==> run_1/cell_classes.png <==
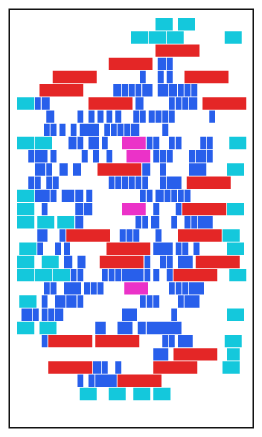
==> run_1/pins.png <==
Pins as bars across the die edge, other pins in gray.
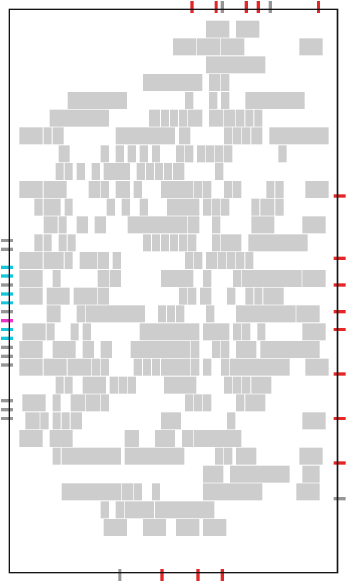
==> run_1/metal_stack.png <==
Two of the layers only.
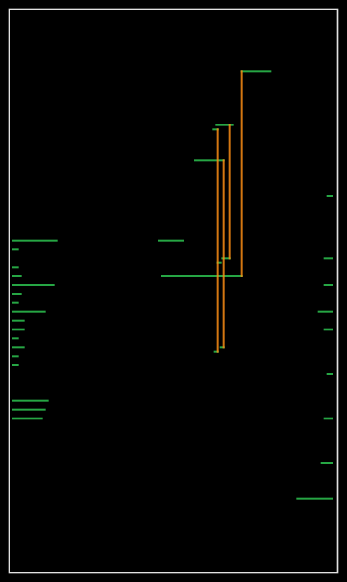
**config.mk**
```make
export PLATFORM = sky130hd
export DESIGN_NAME = cpu_control_unit_flat
export DESIGN_NICKNAME = d
export VERILOG_FILES = /design/src/rtl/cpu_ctrl_pkg.sv /design/src/rtl/cpu_control_unit_if.sv /design/src/rtl/cpu_control_unit_timer.sv /design/src/rtl/cpu_control_unit.sv /design/src/flat_wrapper.sv
export SDC_FILE = /design/constraint.sdc
export NUM_CORES = 1
export LEC_CHECK = 0
export ABC_AREA = 1
export CORE_ASPECT_RATIO = 1.75
export CORE_UTILIZATION = 35
export CTS_CLUSTER_SIZE = 16
export DETAILED_ROUTE_END_ITERATION = 6
export PLACE_DENSITY = 0.63
export SLEW_MARGIN = 20
export SYNTH_ARGS = -nofsm -noshare
export SYNTH_HDL_FRONTEND = slang
export SYNTH_SLANG_ARGS = --single-unit
```
**constraint.sdc**
```tcl
create_clock -name clk -period 2.6 [get_ports clk]
set_clock_uncertainty 0.15 [all_clocks]
set_input_delay 0.26 -clock clk [delete_from_list [all_inputs] [get_ports clk]]
set_output_delay 0.26 -clock clk [all_outputs]
set_load 0.02 [all_outputs]
```
**src/rtl/cpu_ctrl_pkg.sv**
```systemverilog
// Shared types and constants for the multi-cycle CPU control sequencer.
// Holds the FSM state encoding, opcode classes and strobe bundle.
package cpu_ctrl_pkg;

  typedef enum logic [3:0] {
    S_IDLE,
    S_FETCH_A,
    S_FETCH_R,
    S_LOAD_IR,
    S_DECODE,
    S_EX_ALU,
    S_MEM_AL,
    S_MEM_AS,
    S_MEM_R,
    S_MEM_WB,
    S_MEM_W,
    S_PC_INC,
    S_HALT
  } state_t;

  typedef enum logic [2:0] {
    C_NOP,
    C_ALU,
    C_LD,
    C_ST,
    C_HALT,
    C_ILL
  } op_class_t;

  localparam logic [5:0] OP_NOP  = 6'b000000;
  localparam logic [5:0] OP_LD   = 6'b000001;
  localparam logic [5:0] OP_ST   = 6'b000010;
  localparam logic [5:0] OP_HALT = 6'b000011;
  localparam int         ALU_BIT = 5;

  typedef struct packed {
    logic pcFetch;
    logic pcEn;
    logic irEn;
    logic marEn;
    logic ldEn;
    logic stEn;
    logic mdrEn;
    logic rd;
    logic wr;
    logic wEn;
  } strobes_t;

  function automatic op_class_t classify(
    input logic [5:0] op
  );
    op_class_t c;
    unique case (1'b1)
      op[ALU_BIT]:     c = C_ALU;
      (op == OP_NOP):  c = C_NOP;
      (op == OP_LD):   c = C_LD;
      (op == OP_ST):   c = C_ST;
      (op == OP_HALT): c = C_HALT;
      default:         c = C_ILL;
    endcase
    return c;
  endfunction

endpackage

```
**src/rtl/cpu_control_unit_if.sv**
```systemverilog
// Datapath-facing bundle: IR opcode in, datapath strobes out.
// master = control unit, slave = datapath.
interface cpu_control_unit_if;

  logic [5:0] opcode;
  logic       pcFetch;
  logic       pcEn;
  logic       irEn;
  logic       marEn;
  logic       ldEn;
  logic       stEn;
  logic       mdrEn;
  logic       rd;
  logic       wr;
  logic       wEn;

  modport master (
    input  opcode,
    output pcFetch, pcEn, irEn, marEn,
    output ldEn, stEn, mdrEn,
    output rd, wr, wEn
  );

  modport slave (
    output opcode,
    input  pcFetch, pcEn, irEn, marEn,
    input  ldEn, stEn, mdrEn,
    input  rd, wr, wEn
  );

endinterface

```
**src/rtl/cpu_control_unit_timer.sv**
```systemverilog
// RAM latency wait timer shared by all memory wait states.
// Loaded on wait-state entry; done while the count is zero.
module mem_wait_timer #(
  parameter int MEM_LAT = 2
) (
  input  logic clk,
  input  logic reset,
  input  logic load,
  output logic done
);

  localparam int W = $clog2(MEM_LAT + 1);
  localparam logic [W-1:0] INIT = W'(MEM_LAT - 1);

  logic [W-1:0] cnt;

  always_ff @(posedge clk or negedge reset) begin
    if (!reset) begin
      cnt <= '0;
    end else if (load) begin
      cnt <= INIT;
    end else if (cnt != '0) begin
      cnt <= cnt - W'(1);
    end
  end

  assign done = (cnt == '0);

endmodule

```
**src/rtl/cpu_control_unit.sv**
```systemverilog
// Multi-cycle control FSM: fetch, decode, execute, PC increment.
// Strobes are Moore outputs of the state register.
module cpu_control_unit
  import cpu_ctrl_pkg::*;
#(
  parameter int MEM_LAT = 2,
  parameter int CNT_W   = 16
) (
  input  logic               clk,
  input  logic               reset,
  input  logic               run,
  cpu_control_unit_if.master bus,
  output logic               halted,
  output logic               illegal,
  output logic [CNT_W-1:0]   retired
);

  state_t    state;
  state_t    nxt;
  op_class_t cls;
  strobes_t  st;
  logic      done;
  logic      load;
  logic      nxt_wait;

  assign cls = classify(bus.opcode);

  always_ff @(posedge clk or negedge reset) begin
    if (!reset) begin
      state   <= S_IDLE;
      retired <= '0;
    end else begin
      state <= nxt;
      if (state == S_PC_INC) begin
        retired <= retired + CNT_W'(1);
      end
    end
  end

  assign nxt_wait = (nxt == S_FETCH_R) ||
                    (nxt == S_MEM_R) ||
                    (nxt == S_MEM_W);
  assign load = nxt_wait && (nxt != state);

  mem_wait_timer #(
    .MEM_LAT(MEM_LAT)
  ) u_timer (
    .clk  (clk),
    .reset(reset),
    .load (load),
    .done (done)
  );

  always_comb begin
    nxt = state;
    case (state)
      S_IDLE:    if (run) nxt = S_FETCH_A;
      S_FETCH_A: nxt = S_FETCH_R;
      S_FETCH_R: if (done) nxt = S_LOAD_IR;
      S_LOAD_IR: nxt = S_DECODE;
      S_DECODE: begin
        unique case (cls)
          C_ALU:   nxt = S_EX_ALU;
          C_LD:    nxt = S_MEM_AL;
          C_ST:    nxt = S_MEM_AS;
          C_HALT:  nxt = S_HALT;
          default: nxt = S_PC_INC;
        endcase
      end
      S_EX_ALU:  nxt = S_PC_INC;
      S_MEM_AL:  nxt = S_MEM_R;
      S_MEM_AS:  nxt = S_MEM_W;
      S_MEM_R:   if (done) nxt = S_MEM_WB;
      S_MEM_WB:  nxt = S_PC_INC;
      S_MEM_W:   if (done) nxt = S_PC_INC;
      S_PC_INC:  nxt = run ? S_FETCH_A : S_IDLE;
      S_HALT:    nxt = S_HALT;
      default:   nxt = S_IDLE;
    endcase
  end

  always_comb begin
    st = '0;
    case (state)
      S_FETCH_A: begin
        st.pcFetch = 1'b1;
        st.marEn   = 1'b1;
      end
      S_FETCH_R: begin
        st.pcFetch = 1'b1;
        st.rd      = 1'b1;
      end
      S_LOAD_IR: begin
        st.pcFetch = 1'b1;
        st.rd      = 1'b1;
        st.irEn    = 1'b1;
      end
      S_EX_ALU: st.wEn = 1'b1;
      S_MEM_AL: begin
        st.marEn = 1'b1;
        st.mdrEn = 1'b1;
        st.ldEn  = 1'b1;
      end
      S_MEM_AS: begin
        st.marEn = 1'b1;
        st.mdrEn = 1'b1;
        st.stEn  = 1'b1;
      end
      S_MEM_R: begin
        st.rd    = 1'b1;
        st.ldEn  = 1'b1;
        st.mdrEn = 1'b1;
      end
      S_MEM_WB: begin
        st.ldEn  = 1'b1;
        st.mdrEn = 1'b1;
        st.wEn   = 1'b1;
      end
      S_MEM_W: begin
        st.wr    = 1'b1;
        st.stEn  = 1'b1;
        st.mdrEn = 1'b1;
      end
      S_PC_INC: st.pcEn = 1'b1;
      default:  st = '0;
    endcase
  end

  assign bus.pcFetch = st.pcFetch;
  assign bus.pcEn    = st.pcEn;
  assign bus.irEn    = st.irEn;
  assign bus.marEn   = st.marEn;
  assign bus.ldEn    = st.ldEn;
  assign bus.stEn    = st.stEn;
  assign bus.mdrEn   = st.mdrEn;
  assign bus.rd      = st.rd;
  assign bus.wr      = st.wr;
  assign bus.wEn     = st.wEn;

  assign halted  = (state == S_HALT);
  assign illegal = (state == S_DECODE) && (cls == C_ILL);

endmodule

```
**src/flat_wrapper.sv**
```systemverilog
// flat-port wrapper written by rule: the top's interface ports become plain ports
module cpu_control_unit_flat import cpu_ctrl_pkg::*;
#(
  parameter int MEM_LAT = 2,
  parameter int CNT_W   = 16
)
  (clk, reset, run, halted, illegal, retired, bus_opcode, bus_pcFetch, bus_pcEn, bus_irEn, bus_marEn, bus_ldEn, bus_stEn, bus_mdrEn, bus_rd, bus_wr, bus_wEn);
  cpu_control_unit_if bus_i ();
  input  logic clk;
  input  logic reset;
  input  logic run;
  output logic halted;
  output logic illegal;
  output logic [CNT_W-1:0] retired;
  input wire logic [$bits(bus_i.opcode)-1:0] bus_opcode;
  output wire logic [$bits(bus_i.pcFetch)-1:0] bus_pcFetch;
  output wire logic [$bits(bus_i.pcEn)-1:0] bus_pcEn;
  output wire logic [$bits(bus_i.irEn)-1:0] bus_irEn;
  output wire logic [$bits(bus_i.marEn)-1:0] bus_marEn;
  output wire logic [$bits(bus_i.ldEn)-1:0] bus_ldEn;
  output wire logic [$bits(bus_i.stEn)-1:0] bus_stEn;
  output wire logic [$bits(bus_i.mdrEn)-1:0] bus_mdrEn;
  output wire logic [$bits(bus_i.rd)-1:0] bus_rd;
  output wire logic [$bits(bus_i.wr)-1:0] bus_wr;
  output wire logic [$bits(bus_i.wEn)-1:0] bus_wEn;
  assign bus_i.opcode = bus_opcode;
  assign bus_pcFetch = bus_i.pcFetch;
  assign bus_pcEn = bus_i.pcEn;
  assign bus_irEn = bus_i.irEn;
  assign bus_marEn = bus_i.marEn;
  assign bus_ldEn = bus_i.ldEn;
  assign bus_stEn = bus_i.stEn;
  assign bus_mdrEn = bus_i.mdrEn;
  assign bus_rd = bus_i.rd;
  assign bus_wr = bus_i.wr;
  assign bus_wEn = bus_i.wEn;
  cpu_control_unit #(.MEM_LAT(MEM_LAT), .CNT_W(CNT_W)) u_core (.clk(clk), .reset(reset), .run(run), .bus(bus_i), .halted(halted), .illegal(illegal), .retired(retired));
endmodule
```
==> summary.txt, run 1 <==
flow finished, numbers: outcome completed, inverters 32, Max-area cell share 39.1%, Adders+Majority by Area 1.78%, Peak VDD IR 0.502 mV, Clock Power Share 16.8%, met2 Use GR 33.7%, drt first-iter violations 10, initial core utilization 36.4%, n_diodes 0, Cell Rows 30, pin count of the biggest net entering global routing 23, number of CTS-inserted buffers 3, XOR Share, Synth 5.60%, clk slew on worst S/H paths 0.08 ns, bufs w/o clock 37, Latency at later pin 0.26 ns, # Taps 48, Setup WS post-layout 0.136 ns, Seq Cell Count 22, ys flop type dfrtp_1, nets 256, I/O Pins 37, fraction of layout cells with a size suffix above 1 8.61%, multi-input gates 149, Via Count 1378, Synthesis Warnings 0, Critical Path Stages 7, max incr delay on CP 0.59 ns, vias in the first global route 1394, placed cell areas 0.00183 mm2, Multi-input gate area 732 um2, worst rel slew slack 77.4%, total track usage 17.3%, met2 wire length 1860 um, total grt overflow 0, Final period util 94.8%, routability cong. 0.826, largest registers u_core.retired x16, u_core.state x4, u_core.u_timer.cnt x2, Critical Path End bus_mdrEn, count of library flops with an enable pin 0, Hold Vio Cnt, Final 0, Critical Path RT 2.19 ns, AO/OA Area Share 7.64%, H-tree depth 1, root buffer cell clkbuf_8, Most Crowded Layer GR met2, Top Consumer combinational cells, Seq area share 29.2%, Int Pwr 856 uW, initial antenna violation count 0, top-count cell post-synth nand2_1, Max Used Layer met4, met3 wire length 87 um, simple-gate share of the synthesized area 37.0%, Top reg by flops u_core.retired, placed insts 288, Post-CTS Setup Repair Bufs 0, delay-heaviest family, CP buffers and inverters, Synth Net Count 215, OpenROAD warning count 26, max-cap violations 0, syn_area_per_cell 6.90 um2, most used logic cell in the final layout nand2_1, DR pass1 iterations 4, Clock net power 249 uW, Post-CTS Hold Fix Bufs 0, mux share 0%, Longest Clk Path Bufs 2, final core area utilization 48.8%, clk_buf instances 4, Final Non-Filler Cells 292, most frequent cells in the layout 65 x nand2_1, 36 x clkdlybuf4s50_1, 32 x nor2_1, Crit. End Element output port, Switching Fraction 42.0%, Net Sw Power 621 uW, Yosys Chip Area 0.00141 mm2, synth unique cells 29, sequential power share 32.6%, Worst R2R Setup Slack 0.92 ns, DP Worst Slack 0.388 ns, FF-to-FF Start u_core.retired[1]$_DFFE_PN0P_, chip area 0.00429 mm2, Comb/total area 38.8%, Die Wd 49.9 um, startpoint types register, met3 Use GR 1.24%, synth cell count leaders 65 x nand2_1, 32 x nor2_1, 24 x inv_1, Yosys reg bits 22, Finished Cell Area 0.00189 mm2, Arr. time, crit path 2.05 ns, max reg flops 16, Critical path origin u_core.state[2]$_DFF_PN0_, CP max-delay cell clkdlybuf4s50_1, Tmin final 2.46 ns, cells taking the most area after synthesis dfrtp_1 39%, nand2_1 17%, nor2_1 8.5%, first-pass GRT wire length 5740 um, leakage power total 0.897 nW, vias per cell 4.72, area of the core 0.00387 mm2, post-CTS resize count 0, top cell category logic gates, WL/cell 11.3 um, Cell Pwr Density 783 mW/mm2, Mapped Cells 204, final-layout fill cell count 395, Max Slew Vio Count 0, Cell Area, Synth 0.00141 mm2, drc violations 0, # port buffers 36
-- cell_classes.png (at the start) --
Key: flip-flops = red [cells 22]; other buffers and delay cells = cyan [cells 37]; all other logic = blue [cells 181]; clock drivers and dummy loads = magenta [cells 4]

-- pins.png (at the start) --
Key: `retired` = red [pins 16, direction output, edge 8 right, 5 top, 3 bottom]; `bus_opcode` = cyan [pins 6, direction input, edge left]; `run` = magenta [pins 1, direction input, edge left]
All pins by edge: 17 left, 9 right, 7 top, 4 bottom.

-- metal_stack.png (at the start) --
Key: met4 = orange [wire length 114 um]; met3 = green [wire length 87.9 um]

## Run 2: what changed since run 1
--- a/config.mk
+++ b/config.mk
@@ -6,8 +6,10 @@
 export NUM_CORES = 1
 export LEC_CHECK = 0
 export ABC_AREA = 1
+export CAP_MARGIN = 30
 export CORE_ASPECT_RATIO = 1.75
 export CORE_UTILIZATION = 35
+export CTS_CLUSTER_DIAMETER = 80
 export CTS_CLUSTER_SIZE = 16
 export DETAILED_ROUTE_END_ITERATION = 6
 export PLACE_DENSITY = 0.63
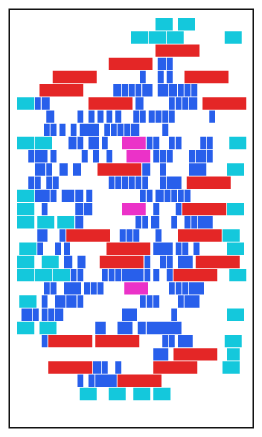
(run_2/cell_classes.png)
Key: flip-flops = red [cells 22]; all other logic = blue [cells 181]; clock drivers and dummy loads = magenta [cells 4]; other buffers and delay cells = cyan [cells 37]

==> summary.txt, run 2 <==
flow finished, numbers: first-pass GRT wire length 5740 um (unchanged), met2 Use GR 33.7% (unchanged), vias in the first global route 1394 (unchanged), # Taps 48 (unchanged), worst rel slew slack 77.4% (unchanged), met3 wire length 87 um (unchanged), Int Pwr 856 uW (unchanged), max-cap violations 0 (unchanged), syn_area_per_cell 6.90 um2 (unchanged), outcome completed, Clock net power 249 uW (about the same), clk_buf instances 4 (unchanged), number of CTS-inserted buffers 3 (unchanged), Cell Rows 30 (unchanged), Die Wd 49.9 um (unchanged), AO/OA Area Share 7.64% (unchanged), most frequent cells in the layout 65 x nand2_1, 36 x clkdlybuf4s50_1, 32 x nor2_1, cells taking the most area after synthesis dfrtp_1 39%, nand2_1 17%, nor2_1 8.5%, ys flop type dfrtp_1, Crit. End Element output port, FF-to-FF Start u_core.retired[1]$_DFFE_PN0P_, leakage power total 0.897 nW (unchanged), Top Consumer combinational cells, Critical path origin u_core.state[2]$_DFF_PN0_, routability cong. 0.826 (unchanged), Synthesis Warnings 0 (unchanged), I/O Pins 37 (unchanged), nets 256 (unchanged), synth unique cells 29 (unchanged), Final period util 94.8% (unchanged), Max Slew Vio Count 0 (unchanged), Peak VDD IR 0.502 mV (unchanged), met3 Use GR 1.24% (unchanged), bufs w/o clock 37 (unchanged), H-tree depth 1 (unchanged), multi-input gates 149 (unchanged), pin count of the biggest net entering global routing 23 (unchanged), largest registers u_core.retired x16, u_core.state x4, u_core.u_timer.cnt x2, Critical Path RT 2.19 ns (about the same), placed cell areas 0.00183 mm2 (unchanged), Seq Cell Count 22 (unchanged), post-CTS resize count 0 (unchanged), total track usage 17.3% (unchanged), Comb/total area 38.8% (unchanged), total grt overflow 0 (unchanged), Cell Area, Synth 0.00141 mm2 (unchanged), sequential power share 32.6% (about the same), simple-gate share of the synthesized area 37.0% (unchanged), Cell Pwr Density 783 mW/mm2 (unchanged), fraction of layout cells with a size suffix above 1 8.61% (unchanged), DP Worst Slack 0.388 ns (unchanged), Max-area cell share 39.1% (unchanged), final-layout fill cell count 395 (unchanged), Adders+Majority by Area 1.78% (unchanged), placed insts 288 (unchanged), vias per cell 4.72 (unchanged), Longest Clk Path Bufs 2 (unchanged), count of library flops with an enable pin 0 (unchanged), Hold Vio Cnt, Final 0 (unchanged), Most Crowded Layer GR met2, Post-CTS Setup Repair Bufs 0 (unchanged), mux share 0% (unchanged), Critical Path End bus_mdrEn, Yosys Chip Area 0.00141 mm2 (unchanged), final core area utilization 48.8% (unchanged), clk slew on worst S/H paths 0.08 ns (about the same), initial antenna violation count 0 (unchanged), Switching Fraction 42.0% (unchanged), max incr delay on CP 0.59 ns (about the same), Tmin final 2.46 ns (unchanged), Multi-input gate area 732 um2 (unchanged), drc violations 0 (unchanged), Synth Net Count 215 (unchanged), Yosys reg bits 22 (unchanged), Setup WS post-layout 0.136 ns (unchanged), n_diodes 0 (unchanged), max reg flops 16 (unchanged), most used logic cell in the final layout nand2_1, top-count cell post-synth nand2_1, Seq area share 29.2% (unchanged), Top reg by flops u_core.retired, Critical Path Stages 7 (unchanged), XOR Share, Synth 5.60% (unchanged), Post-CTS Hold Fix Bufs 0 (unchanged), Min Hold Slack 0.194 ns, Via Count 1378 (unchanged), Clock Power Share 16.8% (about the same)
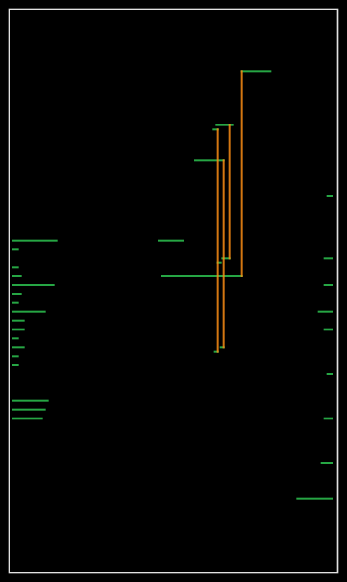
(run_2/metal_stack.png)
Two of the layers only.
Key: met4 = orange [wire length 114 um]; met3 = green [wire length 87.9 um]

## Run 3: what changed since run 2
--- a/config.mk
+++ b/config.mk
@@ -5,14 +5,13 @@
 export SDC_FILE = /design/constraint.sdc
 export NUM_CORES = 1
 export LEC_CHECK = 0
-export ABC_AREA = 1
 export CAP_MARGIN = 30
 export CORE_ASPECT_RATIO = 1.75
 export CORE_UTILIZATION = 35
 export CTS_CLUSTER_DIAMETER = 80
 export CTS_CLUSTER_SIZE = 16
 export DETAILED_ROUTE_END_ITERATION = 6
-export PLACE_DENSITY = 0.63
+export PLACE_DENSITY = 0.65
 export SLEW_MARGIN = 20
 export SYNTH_ARGS = -nofsm -noshare
 export SYNTH_HDL_FRONTEND = slang
==> constraint.sdc (replaced) <==
create_clock -name clk -period 2.6 [get_ports clk]
set_clock_uncertainty 0.15 [all_clocks]
set_input_delay 0.52 -clock clk [delete_from_list [all_inputs] [get_ports clk]]
set_output_delay 0.52 -clock clk [all_outputs]
set_load 0.02 [all_outputs]
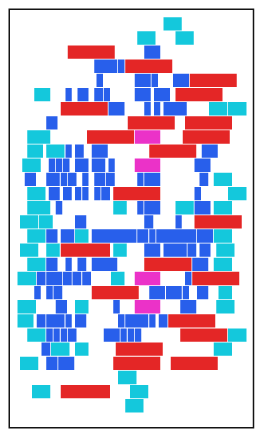
(run_3/cell_classes.png)
Key: flip-flops = red [cells 22]; all other logic = blue [cells 104]; other buffers and delay cells = cyan [cells 45]; clock drivers and dummy loads = magenta [cells 4]

==> summary.txt, run 3 <==
flow finished, numbers: outcome completed, vias per cell 4.99 (+5.7%), clk slew on worst S/H paths 0.08 ns (about the same), n_diodes 0 (unchanged), Clock Power Share 15.5% (-1.3 points), Switching Fraction 40.8% (-1.3 points), worst path bufs/invs 2, Critical Path RT 1.93 ns (-0.26 ns), Post-CTS Setup Repair Bufs 0 (unchanged), most used logic cell in the final layout clkdlybuf4s50_1, Critical Path Stages 3 (-4), Clock net power 244 uW (-2%), Final HPWL DP 2130 um, max reg flops 16 (unchanged), initial antenna violation count 0 (unchanged), simple-gate share of the synthesized area 27.1% (-9.9 points), drc violations 0 (unchanged), DP Worst Slack 0.0891 ns (-0.299 ns), multi-input gates 97 (-35%), Yosys Chip Area 0.00122 mm2 (-13%), Longest Clk Path Bufs 2 (unchanged), # Taps 45 (-6.3%), fraction of layout cells with a size suffix above 1 12.6% (+4.0 points), max incr delay on CP 0.66 ns (+0.07 ns), Seq Cell Count 22 (unchanged), Via Count 1097 (-20%), Sum Neg Setup Slack 0 ns, nets 187 (-27%), Setup WS post-layout 0.116 ns (-0.0195 ns), count of library flops with an enable pin 0 (unchanged), Synth Net Count 142 (-34%), clk sink count 22, largest registers u_core.retired x16, u_core.state x4, u_core.u_timer.cnt x2, I/O Pins 37 (unchanged), first-pass GRT wire length 4560 um (-21%), sequential power share 33.3% (+0.7 points), Hold Vio Cnt, Final 0 (unchanged), Post-CTS Hold Fix Bufs 0 (unchanged), worst rel slew slack 76.8% (-0.60 points), pin count of the biggest net entering global routing 23 (unchanged), mux share 0.819% (+0.82 points), final-layout fill cell count 326 (-17%), top-count cell post-synth dfrtp_1, worst r2r path cells 6, post-CTS resize count 5 (+5), Comb/total area 36.1% (-2.7 points), clk_buf instances 4 (unchanged), Most Crowded Layer GR met2, leakage power total 0.840 nW (-6.4%), Top Consumer combinational cells, Cell Area, Synth 0.00122 mm2 (-13%), Int Pwr 931 uW (+8.8%), Adders+Majority by Area 2.05% (+0.27 points), cells taking the most area after synthesis dfrtp_1 45%, xnor2_1 7.9%, nand2_1 5.2%, syn_area_per_cell 9.33 um2 (+35%), Final period util 95.5% (+0.75 points), Cell Pwr Density 897 mW/mm2 (+15%), synth unique cells 33 (+14%), Crit. End Element output port, Top reg by flops u_core.retired, number of CTS-inserted buffers 3 (unchanged), delay-heaviest family, CP buffers and inverters, Max Slew Vio Count 0 (unchanged), bufs w/o clock 45 (+22%), most frequent cells in the layout 31 x clkdlybuf4s50_1, 20 x dfrtp_1, 17 x nand2_1, placed insts 216 (-25%), HP Class reg -> reg, Tmin final 2.48 ns (+0.0195 ns), placed cell areas 0.00168 mm2 (-8.1%), total grt overflow 0 (unchanged), vias in the first global route 1109 (-20%), Critical Path End bus_irEn, met2 Use GR 31.8% (-1.9 points), routability cong. 0.726 (-12%), max-cap violations 0 (unchanged), Seq area share 31.6% (+2.4 points), XOR Share, Synth 12.2% (+6.6 points), inverters 7, Critical path origin u_core.state[2]$_DFF_PN0_, met3 wire length 136 um (+56%), Synthesis Warnings 0 (unchanged), Peak VDD IR 0.520 mV (+3.6%), Yosys reg bits 22 (unchanged), Min Hold Slack 0.333 ns (+0.139 ns), Max-area cell share 45.0% (+5.9 points), Die Wd 46.7 um (-6.5%), H-tree depth 1 (unchanged)
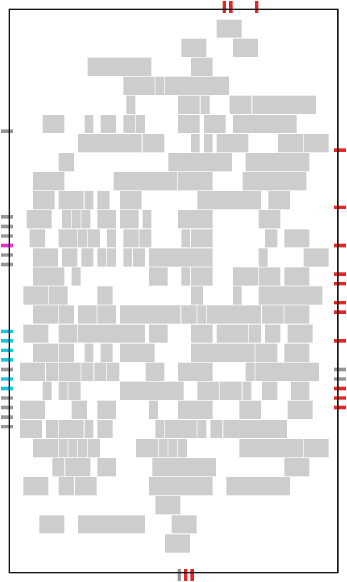
(run_3/pins.png)
Pins as bars across the die edge, other pins in gray.
Key: `bus_opcode` = cyan [pins 6, direction input, edge left]; `retired` = red [pins 16, direction output, edge 11 right, 3 top, 2 bottom]; `run` = magenta [pins 1, direction input, edge left]
All pins by edge: 18 left, 13 right, 3 bottom, 3 top.

Power figures rest on the tool's default switching activity, not on a simulated workload.
